--- src/rtl/ssd_pkg.sv ---
// Shared seven-segment constants and helpers for the BCD timer display.
// Segment vectors are active-low {a,b,c,d,e,f,g,dp}; dp is always off.
package ssd_pkg;

  localparam logic [3:0] BLANK   = 4'hF;
  localparam logic [7:0] SEG_OFF = 8'hFF;

  localparam logic [7:0] SEG_0 = 8'h03;
  localparam logic [7:0] SEG_1 = 8'h9F;
  localparam logic [7:0] SEG_2 = 8'h25;
  localparam logic [7:0] SEG_3 = 8'h0D;
  localparam logic [7:0] SEG_4 = 8'h99;
  localparam logic [7:0] SEG_5 = 8'h49;
  localparam logic [7:0] SEG_6 = 8'h41;
  localparam logic [7:0] SEG_7 = 8'h1F;
  localparam logic [7:0] SEG_8 = 8'h01;
  localparam logic [7:0] SEG_9 = 8'h09;

  localparam logic [3:0] DIG_EN0 = 4'b1110;
  localparam logic [3:0] DIG_EN1 = 4'b1101;
  localparam logic [3:0] DIG_EN2 = 4'b1011;
  localparam logic [3:0] DIG_EN3 = 4'b0111;

  function automatic logic [7:0] seg_decode(input logic [3:0] code);
    logic [7:0] seg;
    case (code)
      4'd0:    seg = SEG_0;
      4'd1:    seg = SEG_1;
      4'd2:    seg = SEG_2;
      4'd3:    seg = SEG_3;
      4'd4:    seg = SEG_4;
      4'd5:    seg = SEG_5;
      4'd6:    seg = SEG_6;
      4'd7:    seg = SEG_7;
      4'd8:    seg = SEG_8;
      4'd9:    seg = SEG_9;
      default: seg = SEG_OFF;
    endcase
    return seg;
  endfunction

  function automatic logic [3:0] digit_enable(input logic [1:0] slot);
    logic [3:0] en;
    unique case (slot)
      2'd0:    en = DIG_EN0;
      2'd1:    en = DIG_EN1;
      2'd2:    en = DIG_EN2;
      default: en = DIG_EN3;
    endcase
    return en;
  endfunction

  function automatic logic [3:0] clamp_bcd(input logic [3:0] nib);
    return (nib > 4'd9) ? 4'd9 : nib;
  endfunction

endpackage

--- src/rtl/bcd_digit.sv ---
// One BCD nibble of the up/down chain: next value plus carry/borrow out.
// A step only happens when cin is high; cout marks a 9->0 or 0->9 roll.
module bcd_digit (
  input  logic [3:0] digit,
  input  logic       inc,
  input  logic       dec,
  input  logic       cin,
  output logic [3:0] value,
  output logic       cout
);

  always_comb begin
    value = digit;
    cout  = 1'b0;
    if (cin && inc) begin
      if (digit >= 4'd9) begin
        value = 4'd0;
        cout  = 1'b1;
      end else begin
        value = digit + 4'd1;
      end
    end else if (cin && dec) begin
      if (digit == 4'd0) begin
        value = 4'd9;
        cout  = 1'b1;
      end else begin
        value = digit - 4'd1;
      end
    end
  end

endmodule

--- src/rtl/bcd_timer_display.sv ---
// N-digit BCD up/down timer with tick prescaler, wrap/saturate boundary
// handling, and a 4-digit multiplexed seven-segment scan driver.
module bcd_timer_display
  import ssd_pkg::*;
#(
  parameter int unsigned           DIGITS   = 2,
  parameter int unsigned           TICK_DIV = 100_000_000,
  parameter int unsigned           SCAN_DIV = 100_000,
  parameter bit                    WRAP     = 1'b0,
  parameter logic [4*DIGITS-1:0]   RST_VAL  = '0
) (
  input  logic                  clk,
  input  logic                  rst_n,
  input  logic                  en,
  input  logic                  up,
  input  logic                  load,
  input  logic [4*DIGITS-1:0]   load_val,
  output logic [4*DIGITS-1:0]   count,
  output logic                  tc,
  output logic                  done,
  output logic [15:0]           led,
  output logic [7:0]            segs,
  output logic [3:0]            ssd_ctl
);

  localparam int unsigned PW = (TICK_DIV > 1) ? $clog2(TICK_DIV) : 1;
  localparam int unsigned SW = (SCAN_DIV > 1) ? $clog2(SCAN_DIV) : 1;
  localparam logic [PW-1:0] PRESC_MAX = PW'(TICK_DIV - 1);
  localparam logic [SW-1:0] SCAN_MAX  = SW'(SCAN_DIV - 1);
  localparam logic [4*DIGITS-1:0] ALL_NINES = {DIGITS{4'h9}};
  localparam logic [7:0] SEG_RST = seg_decode(RST_VAL[3:0]);

  logic [PW-1:0]       presc_q, presc_d;
  logic [4*DIGITS-1:0] count_q, count_d;
  logic                done_q, done_d;
  logic                tc_q, tc_d;
  logic [15:0]         led_q;
  logic [SW-1:0]       scan_cnt_q;
  logic [1:0]          slot_q;
  logic [7:0]          segs_q;
  logic [3:0]          ssd_ctl_q;

  logic                tick;
  logic [4*DIGITS-1:0] step_val;
  logic [4*DIGITS-1:0] load_clamped;
  logic [DIGITS:0]     carry;
  logic [15:0]         disp;

  assign tick     = (presc_q == PRESC_MAX);
  assign carry[0] = 1'b1;

  for (genvar i = 0; i < DIGITS; i++) begin : g_digit
    bcd_digit u_digit (
      .digit (count_q[4*i +: 4]),
      .inc   (up),
      .dec   (~up),
      .cin   (carry[i]),
      .value (step_val[4*i +: 4]),
      .cout  (carry[i+1])
    );
    assign load_clamped[4*i +: 4] = clamp_bcd(load_val[4*i +: 4]);
  end

  // Display slots beyond the counted digits show the blank code.
  for (genvar k = 0; k < 4; k++) begin : g_disp
    if (k < DIGITS) begin : g_live
      assign disp[4*k +: 4] = count_q[4*k +: 4];
    end else begin : g_blank
      assign disp[4*k +: 4] = BLANK;
    end
  end

  always_comb begin
    presc_d = tick ? '0 : presc_q + 1'b1;
    count_d = count_q;
    done_d  = done_q;
    tc_d    = 1'b0;
    if (load) begin
      count_d = load_clamped;
      presc_d = '0;
      done_d  = 1'b0;
    end else if (tick && en) begin
      if (carry[DIGITS]) begin
        // Stepping past the boundary: wrap, or saturate and flag once.
        if (WRAP) begin
          count_d = step_val;
          tc_d    = 1'b1;
        end else begin
          done_d = 1'b1;
          tc_d   = ~done_q;
        end
      end else begin
        count_d = step_val;
        if (!WRAP && (step_val == (up ? ALL_NINES : '0))) begin
          done_d = 1'b1;
          tc_d   = ~done_q;
        end
      end
    end
  end

  always_ff @(posedge clk or negedge rst_n) begin
    if (!rst_n) begin
      presc_q    <= '0;
      count_q    <= RST_VAL;
      done_q     <= 1'b0;
      tc_q       <= 1'b0;
      led_q      <= '0;
      scan_cnt_q <= '0;
      slot_q     <= '0;
      segs_q     <= SEG_RST;
      ssd_ctl_q  <= DIG_EN0;
    end else begin
      presc_q <= presc_d;
      count_q <= count_d;
      done_q  <= done_d;
      tc_q    <= tc_d;
      led_q   <= {16{done_d}};
      if (scan_cnt_q == SCAN_MAX) begin
        scan_cnt_q <= '0;
        slot_q     <= slot_q + 2'd1;
      end else begin
        scan_cnt_q <= scan_cnt_q + 1'b1;
      end
      segs_q    <= seg_decode(disp[{slot_q, 2'b00} +: 4]);
      ssd_ctl_q <= digit_enable(slot_q);
    end
  end

  assign count   = count_q;
  assign tc      = tc_q;
  assign done    = done_q;
  assign led     = led_q;
  assign segs    = segs_q;
  assign ssd_ctl = ssd_ctl_q;

endmodule

--- config.mk ---
export PLATFORM = sky130hd
export DESIGN_NAME = bcd_timer_display
export DESIGN_NICKNAME = d
export VERILOG_FILES = /design/src/rtl/ssd_pkg.sv /design/src/rtl/bcd_digit.sv /design/src/rtl/bcd_timer_display.sv
export SDC_FILE = /design/constraint.sdc
export NUM_CORES = 1
export LEC_CHECK = 0
export ABC_AREA = 1
export CORE_MARGIN = 3
export CORE_UTILIZATION = 30
export DETAILED_ROUTE_END_ITERATION = 8
export SLEW_MARGIN = 20
export SYNTH_ARGS = -nofsm -noshare
export SYNTH_HDL_FRONTEND = slang
export SYNTH_SLANG_ARGS = --single-unit
--- constraint.sdc ---
create_clock -name clk -period 4.55 [get_ports clk]
set_input_delay 0.455 -clock clk [delete_from_list [all_inputs] [get_ports clk]]
set_output_delay 0.455 -clock clk [all_outputs]
set_load 0.1 [all_outputs]
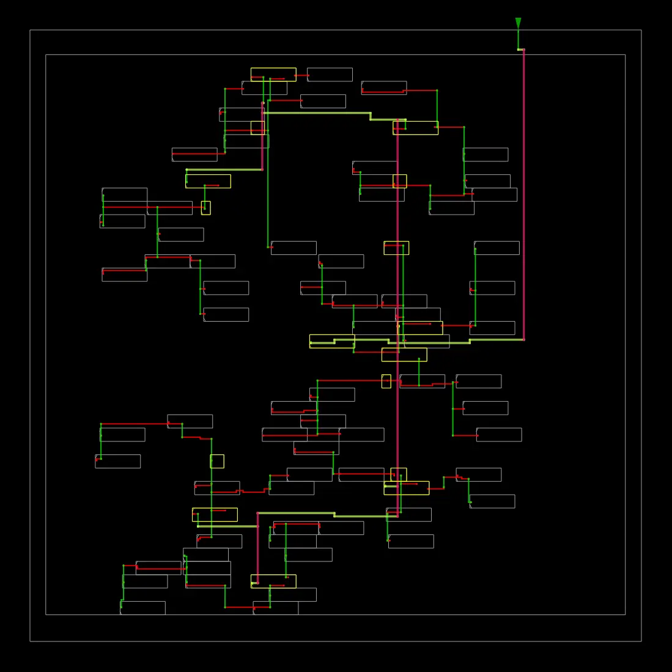
**Above:** clock wiring as the flow saved it.
number of sequential cells: 67
Num Clock Sinks: 67

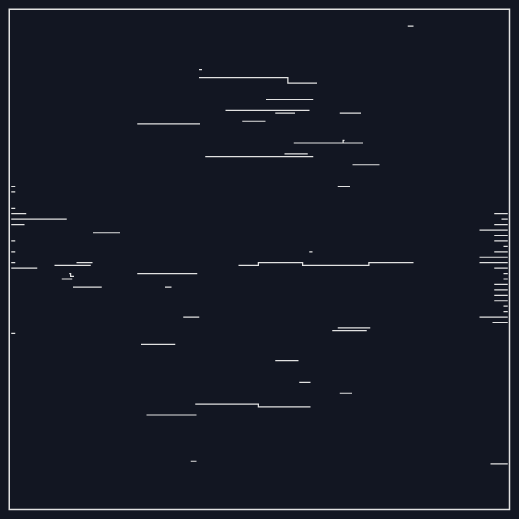
**Above:** the metal 3 layer.
Drawn at 4 px/um.
nets with wire on the layer: 57
share of all routed wire: 4.3%
longest straight run: 26.7 um
overall routed net length: 9900 um
met3 demand-to-capacity share in global routing: 2.66%

==> notes.md <==
yosys + openroad results -> status=finished, final reports clean, Logic cell area=0.00203 mm2, slew margin rel.=just over 30%, Data arrival, critical path=about 2200 ps, Cell Area, Placed=between 0.004 and 0.005 mm2, achievable clock frequency=roughly 370 MHz, number of synthesized register bits=~67, Non-CTS buffers=roughly 50, Comb pwr share=roughly 38%, gr usage total=13.6%, number of flops mapped to enable cells by yosys=0, Met3 Routed Length=approximately 430 um, cell at the root of the clock tree=sky130_fd_sc_hd__clkbuf_16, area share of and-or/or-and cells after synthesis=about 10%, cell taking the most area after synthesis=sky130_fd_sc_hd__dfrtp_1, Worst R2R Path Depth=10, io pins=between 50 and 60, Largest logic family=simple AND/OR/NAND/NOR gates, tap cell instance count=~180, NonClk Buf Share=under 10%, family with the most delay on the worst path=buffers and inverters, DR vias=around 3700, TritonCTS clock tree=built, Basic Gates by Area=28.9%, final antenna-violating net count=0, number of vias per cell after detailed routing=around 4.7, multiplexer share of the synthesized area=0%, die y size=roughly 120 um, Syn-to-layout area delta=19.4%, maximum number of pins on one net before global-route repair=~40, hold slack=between 200 and 250 ps, wire length per cell after detailed routing=12.8 um, final-report setup violation count=0, Mapped Area=approximately 0.0042 mm2, final slew viol count=0, Tmin final=about 2700 ps, CP Launch Type=register
Power figures rest on the tool's default switching activity, not on a simulated workload.
